<file path="src/rtl/alu_dispatcher.sv">
`default_nettype none
// ============================================================================
//  Module   : alu_dispatcher
//  Purpose  : Multi-cycle ALU dispatcher. ADD, SUB and NEG finish in one CALC
//             cycle. MUL is a signed radix-2 Booth multiplier that resolves
//             one bit per cycle for WIDTH cycles. Results are presented for
//             one DONE cycle, which is marked by ready.
//  Options  : ALU_DISPATCHER_FLAGS_EN adds the registered result flags
//             c_out, zero and ovf.
//  Revision : 1.0  initial release
// ============================================================================
module alu_dispatcher #(
    parameter int WIDTH = 8
) (
    input  logic             clk,
    input  logic             rst_n,
    input  logic             en,
    input  logic             start,
    input  logic [1:0]       op,
    input  logic [WIDTH-1:0] value1,
    input  logic [WIDTH-1:0] value2,
    output logic [WIDTH-1:0] Output1,
    output logic [WIDTH-1:0] Output2,
    output logic             ready,
    output logic             busy
`ifdef ALU_DISPATCHER_FLAGS_EN
    ,
    output logic             c_out,
    output logic             zero,
    output logic             ovf
`endif
);

    localparam int CNT_W = $clog2(WIDTH);

    localparam logic [1:0] S_IDLE = 2'd0;
    localparam logic [1:0] S_CALC = 2'd1;
    localparam logic [1:0] S_MULT = 2'd2;
    localparam logic [1:0] S_DONE = 2'd3;

    localparam logic [1:0] OP_ADD = 2'd0;
    localparam logic [1:0] OP_SUB = 2'd1;
    localparam logic [1:0] OP_MUL = 2'd2;

    logic [1:0]       r_state;
    logic [1:0]       r_op;
    logic [WIDTH-1:0] r_v1;
    logic [WIDTH-1:0] r_v2;
    logic [WIDTH-1:0] r_lo;
    logic [WIDTH-1:0] r_hi;
    logic [WIDTH:0]   r_acc;     // Booth partial product, one guard bit
    logic [WIDTH-1:0] r_q;       // multiplier, shifted out as bits retire
    logic             r_qm1;     // Booth q(-1) bit
    logic [CNT_W-1:0] r_cnt;

    logic [WIDTH:0]     w_add;
    logic [WIDTH:0]     w_sub;
    logic [WIDTH-1:0]   w_neg;
    logic [WIDTH-1:0]   w_res;
    logic [WIDTH:0]     w_m_ext;
    logic [WIDTH:0]     w_bsum;
    logic [WIDTH:0]     w_acc_nxt;
    logic [WIDTH-1:0]   w_q_nxt;
    logic [2*WIDTH-1:0] w_prod;
    logic               w_last;

    // Single-cycle arithmetic on the latched operands; carries kept for flags
    assign w_add = {1'b0, r_v1} + {1'b0, r_v2};
    assign w_sub = {1'b0, r_v1} + {1'b0, ~r_v2} + {{WIDTH{1'b0}}, 1'b1};
    assign w_neg = ~r_v1 + {{(WIDTH-1){1'b0}}, 1'b1};

    // Select the CALC result for the latched operation
    always_comb begin
        w_res = w_neg;
        case (r_op)
            OP_ADD:  w_res = w_add[WIDTH-1:0];
            OP_SUB:  w_res = w_sub[WIDTH-1:0];
            default: w_res = w_neg;
        endcase
    end

    // The guard bit keeps A - M exact when M is the most-negative value
    assign w_m_ext = {r_v2[WIDTH-1], r_v2};

    // Booth add/subtract step selected by the multiplier bit pair
    always_comb begin
        w_bsum = r_acc;
        case ({r_q[0], r_qm1})
            2'b01:   w_bsum = r_acc + w_m_ext;
            2'b10:   w_bsum = r_acc - w_m_ext;
            default: w_bsum = r_acc;
        endcase
    end

    // Arithmetic right shift of {acc, q}; w_prod is the product after this step
    assign w_acc_nxt = {w_bsum[WIDTH], w_bsum[WIDTH:1]};
    assign w_q_nxt   = {w_bsum[0], r_q[WIDTH-1:1]};
    assign w_prod    = {w_acc_nxt[WIDTH-1:0], w_q_nxt};
    assign w_last    = (r_cnt == CNT_W'(WIDTH - 1));

`ifdef ALU_DISPATCHER_FLAGS_EN
    logic r_cout;
    logic r_zero;
    logic r_ovf;
    logic w_cout_c;
    logic w_ovf_c;
    logic w_ovf_m;

    // Carry and signed overflow of the single-cycle operations
    always_comb begin
        w_cout_c = 1'b0;
        w_ovf_c  = 1'b0;
        case (r_op)
            OP_ADD: begin
                w_cout_c = w_add[WIDTH];
                w_ovf_c  = (r_v1[WIDTH-1] == r_v2[WIDTH-1]) &&
                           (w_add[WIDTH-1] != r_v1[WIDTH-1]);
            end
            OP_SUB: begin
                w_cout_c = w_sub[WIDTH];
                w_ovf_c  = (r_v1[WIDTH-1] != r_v2[WIDTH-1]) &&
                           (w_sub[WIDTH-1] != r_v1[WIDTH-1]);
            end
            default: begin
                // Only the most-negative value fails to negate
                w_ovf_c  = r_v1[WIDTH-1] & w_neg[WIDTH-1];
            end
        endcase
    end

    // Product fits in WIDTH signed bits only if the top WIDTH+1 bits agree
    assign w_ovf_m = ~((&w_prod[2*WIDTH-1:WIDTH-1]) | ~(|w_prod[2*WIDTH-1:WIDTH-1]));

    assign c_out = r_cout;
    assign zero  = r_zero;
    assign ovf   = r_ovf;
`else
    logic w_unused_carry;
    assign w_unused_carry = &{1'b0, w_add[WIDTH], w_sub[WIDTH]};
`endif

    // Control FSM, operand capture, Booth iteration and result registers
    always_ff @(posedge clk or negedge rst_n) begin
        if (!rst_n) begin
            r_state <= S_IDLE;
            r_op    <= '0;
            r_v1    <= '0;
            r_v2    <= '0;
            r_lo    <= '0;
            r_hi    <= '0;
            r_acc   <= '0;
            r_q     <= '0;
            r_qm1   <= 1'b0;
            r_cnt   <= '0;
`ifdef ALU_DISPATCHER_FLAGS_EN
            r_cout  <= 1'b0;
            r_zero  <= 1'b0;
            r_ovf   <= 1'b0;
`endif
        end else if (en) begin
            case (r_state)
                S_IDLE: begin
                    if (start) begin
                        r_op    <= op;
                        r_v1    <= value1;
                        r_v2    <= value2;
                        r_acc   <= '0;
                        r_q     <= value1;
                        r_qm1   <= 1'b0;
                        r_cnt   <= '0;
                        r_state <= (op == OP_MUL) ? S_MULT : S_CALC;
                    end
                end
                S_CALC: begin
                    r_lo    <= w_res;
                    r_hi    <= '0;
`ifdef ALU_DISPATCHER_FLAGS_EN
                    r_cout  <= w_cout_c;
                    r_zero  <= ~|w_res;
                    r_ovf   <= w_ovf_c;
`endif
                    r_state <= S_DONE;
                end
                S_MULT: begin
                    r_acc <= w_acc_nxt;
                    r_q   <= w_q_nxt;
                    r_qm1 <= r_q[0];
                    r_cnt <= r_cnt + CNT_W'(1);
                    if (w_last) begin
                        r_lo    <= w_prod[WIDTH-1:0];
                        r_hi    <= w_prod[2*WIDTH-1:WIDTH];
`ifdef ALU_DISPATCHER_FLAGS_EN
                        r_cout  <= 1'b0;
                        r_zero  <= ~|w_prod;
                        r_ovf   <= w_ovf_m;
`endif
                        r_state <= S_DONE;
                    end
                end
                default: begin
                    r_state <= S_IDLE;
                end
            endcase
        end
    end

    assign Output1 = r_lo;
    assign Output2 = r_hi;
    assign ready   = (r_state == S_DONE);
    assign busy    = (r_state == S_CALC) || (r_state == S_MULT);

endmodule
`default_nettype wire

</file>
<file path="config.mk">
export PLATFORM = sky130hd
export DESIGN_NAME = alu_dispatcher
export DESIGN_NICKNAME = d
export VERILOG_FILES = /design/src/rtl/alu_dispatcher.sv
export SDC_FILE = /design/constraint.sdc
export NUM_CORES = 1
export LEC_CHECK = 0
export CAP_MARGIN = 20
export CORE_MARGIN = 2
export CORE_UTILIZATION = 45
export CTS_CLUSTER_DIAMETER = 150
export DETAILED_ROUTE_END_ITERATION = 8
export GPL_ROUTABILITY_DRIVEN = 0
export PLACE_DENSITY = 0.69
export RECOVER_POWER = 50
export SLEW_MARGIN = 20
export SYNTH_ARGS = -nofsm -noshare
export SYNTH_HDL_FRONTEND = slang
export SYNTH_SLANG_ARGS = --single-unit
</file>
<file path="constraint.sdc">
create_clock -name clk -period 5.5 [get_ports clk]
set_input_delay 1.375 -clock clk [delete_from_list [all_inputs] [get_ports clk]]
set_output_delay 1.375 -clock clk [all_outputs]
set_load 0.01 [all_outputs]
</file>
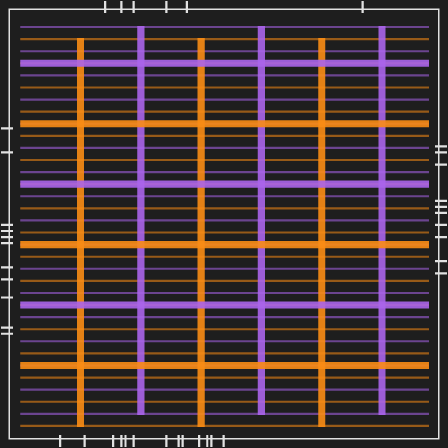
floorplan.png
Pins as bars on the die edge.
net	color
VDD	purple
VSS	orange
met1 rails	34
met5 straps	6
rows	33
signal pins	40
met4 straps	6

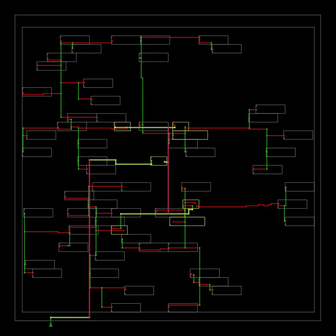
clock_nets.png
power in the clock group: 322 uW
Clock Buffer Count: 5
clock sinks: 56
clk_lat worst skew: 320 ps

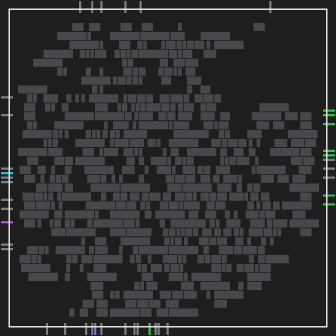
pinout.png
Pins as bars across the die edge, other pins in gray.
port	color	pins	direction	edge
value2	green	8	input	7 right, 1 bottom
en	cyan	1	input	left
op	purple	2	input	1 left, 1 bottom

==> Slide: Implementation Results <==
Synthesis and Place & Route Summary

Floorplanning
  – Chip area: 0.00928 mm^2
  – Area of the core: 0.00826 mm^2
  – Floorplan utilization: 0.464
  – Die height: 96.3 um

Setup path
  – Worst Setup Path Type: reg -> reg
  – Worst path required time: 5710 ps
  – CP peak stage delay: 490 ps
  – Worst reg2reg path depth: 12
  – Worst r2r src: r_v2[1]
  – Startpoint types: register

Layout
  – Final core utilization: 0.538
  – NumNets Final: 509
  – # diodes: 0

Job
  – Tool warning count: 35

Drt
  – Via density: 5.78
  – DRT Wirelength: 9380 um
  – Initial drt markers: 236

Final timing
  – Unrepaired setup endpoints after global routing: no
  – Fin. max-slew vios: 0
  – Worst Max-Slew Pin Slew: 996 ps
  – Tcrit/Tclk final: 0.594

Synthesis
  – Netlist Area Pre-Place: 0.00383 mm^2
  – Mean post-synth cell area: 9.09 um^2
  – Cell Type Count: 58
  – Dominant cell area share: 0.365
  – Yosys warns: 0
  – Post-synth top flop: dfrtp_1

Power and ir drop
  – Power Total: 3120 uW
  – Worst VDD drop: 399 uV

Clock network
  – Clk buf depth: 2

Global routing
  – Gr ovfl total: 0
  – Pin count of the biggest net entering global routing: 57

Place
  – Port Buf Inserts: 39

Run status
  – Status: completed

Worst hold path
  – WHS Endpoint: Output2[5]
cell type report:
cell class	count	area (um^2)	share of cell area
multi-input cells	320	2260	0.510
inverters	29	109	0.0245
clock buffers	5	68.8	0.0155
repair buffers	42	408	0.0918
well taps	105	131	0.0296
clock inverters	2	60.1	0.0135
flip-flops and latches	56	1400	0.315
layer usage:
metal	vias up	track usage	wire length, um
li1	1569	-	-
met2	101	0.331	4030
met1	1551	0.339	4660
met4	0	0.0610	172
met3	12	0.0313	523
met5	-	0	0
synth_stat cells (2+ instances only):
| library cell | number |
|---|---|
| or3_1 | 3 |
| o21bai_1 | 2 |
| a21boi_0 | 5 |
| a31oi_1 | 6 |
| nor3_1 | 9 |
| clkbuf_1 | 15 |
| nor4b_1 | 2 |
| nor2_1 | 17 |
| ha_1 | 30 |
| o31ai_1 | 6 |
| mux2i_1 | 9 |
| nor2b_1 | 4 |
| and3_1 | 5 |
| nand2b_1 | 8 |
| nand2_1 | 56 |
| a21oi_1 | 21 |
| o21ai_0 | 39 |
| dfrtp_1 | 56 |
| nand4_1 | 3 |
| or2_2 | 2 |
| mux2_2 | 22 |
| inv_1 | 29 |
| fa_1 | 3 |
| nor4_1 | 2 |
| xor2_1 | 2 |
| xnor2_1 | 12 |
| nor3b_1 | 3 |
| and3b_1 | 2 |
| o2111ai_1 | 3 |
| a211o_1 | 3 |
| o21a_1 | 6 |
| nand3_1 | 6 |
| a21o_1 | 5 |
| o41ai_1 | 2 |
flip-flops by register name, summed over array words and instances, names as in the netlist:
register and flops:
r_acc 8, r_qm1 1, Output2 8, r_v1 8, r_cnt 3, r_q 8, r_op 2, Output1 8
r_v2 8, r_state 2
through the flow:
step	setup WS [ps]	std cells	instance area [um^2]	hold WS, ps
2_1_floorplan	2670	422	3830	443
3_3_place_gp	2230	552	4310	456
3_5_place_dp	2190	552	4310	470
4_1_cts	2270	559	4440	493
5_1_grt	1900	559	4440	519
6_report	2230	559	4440	485
worst register-to-register path, cell delays in order, from the launching register on:
cell and delay [ps]:
dfrtp_1 490, inv_1 210, ha_1 200, nor3b_1 360, nor2_1 100, xnor2_1 140, ha_1 360, a21o_1 200
a21oi_1 210, a21oi_1 150, nor4_1 380, nor3_1 90, a221o_1 270
worst max path at each step:
stage | startpoint | to | cells past startpoint
after floorplan | r_v2[1] | r_acc[7] | 12
after global placement | en | r_v2[5] | 3
after detailed placement | en | r_v1[1] | 3
after CTS | r_v2[1] | r_acc[7] | 12
after global routing | r_v2[1] | Output2[7] | 12
final | r_v2[1] | Output2[7] | 12
logic make-up (layout without fill, tap and decap cells):
group | Yosys count | in the layout | synth area share
XOR/XNOR | 14 | 14 | 0.0320
buffers and inverters | 46 | 78 | 0.0453
multiplexers | 31 | 31 | 0.0881
AND-OR/OR-AND | 114 | 114 | 0.190
adder cells (fa/ha/maj) | 33 | 33 | 0.114
flip-flops | 56 | 56 | 0.365
AND/OR/NAND/NOR | 128 | 128 | 0.166
where the power goes:
part           switching, uW  total (uW)  internal [uW]
combinational           1060        1950            881
sequential               253         848            595
clock                    142         322            179
No activity file was given, so power comes from the tool's default toggle rates.
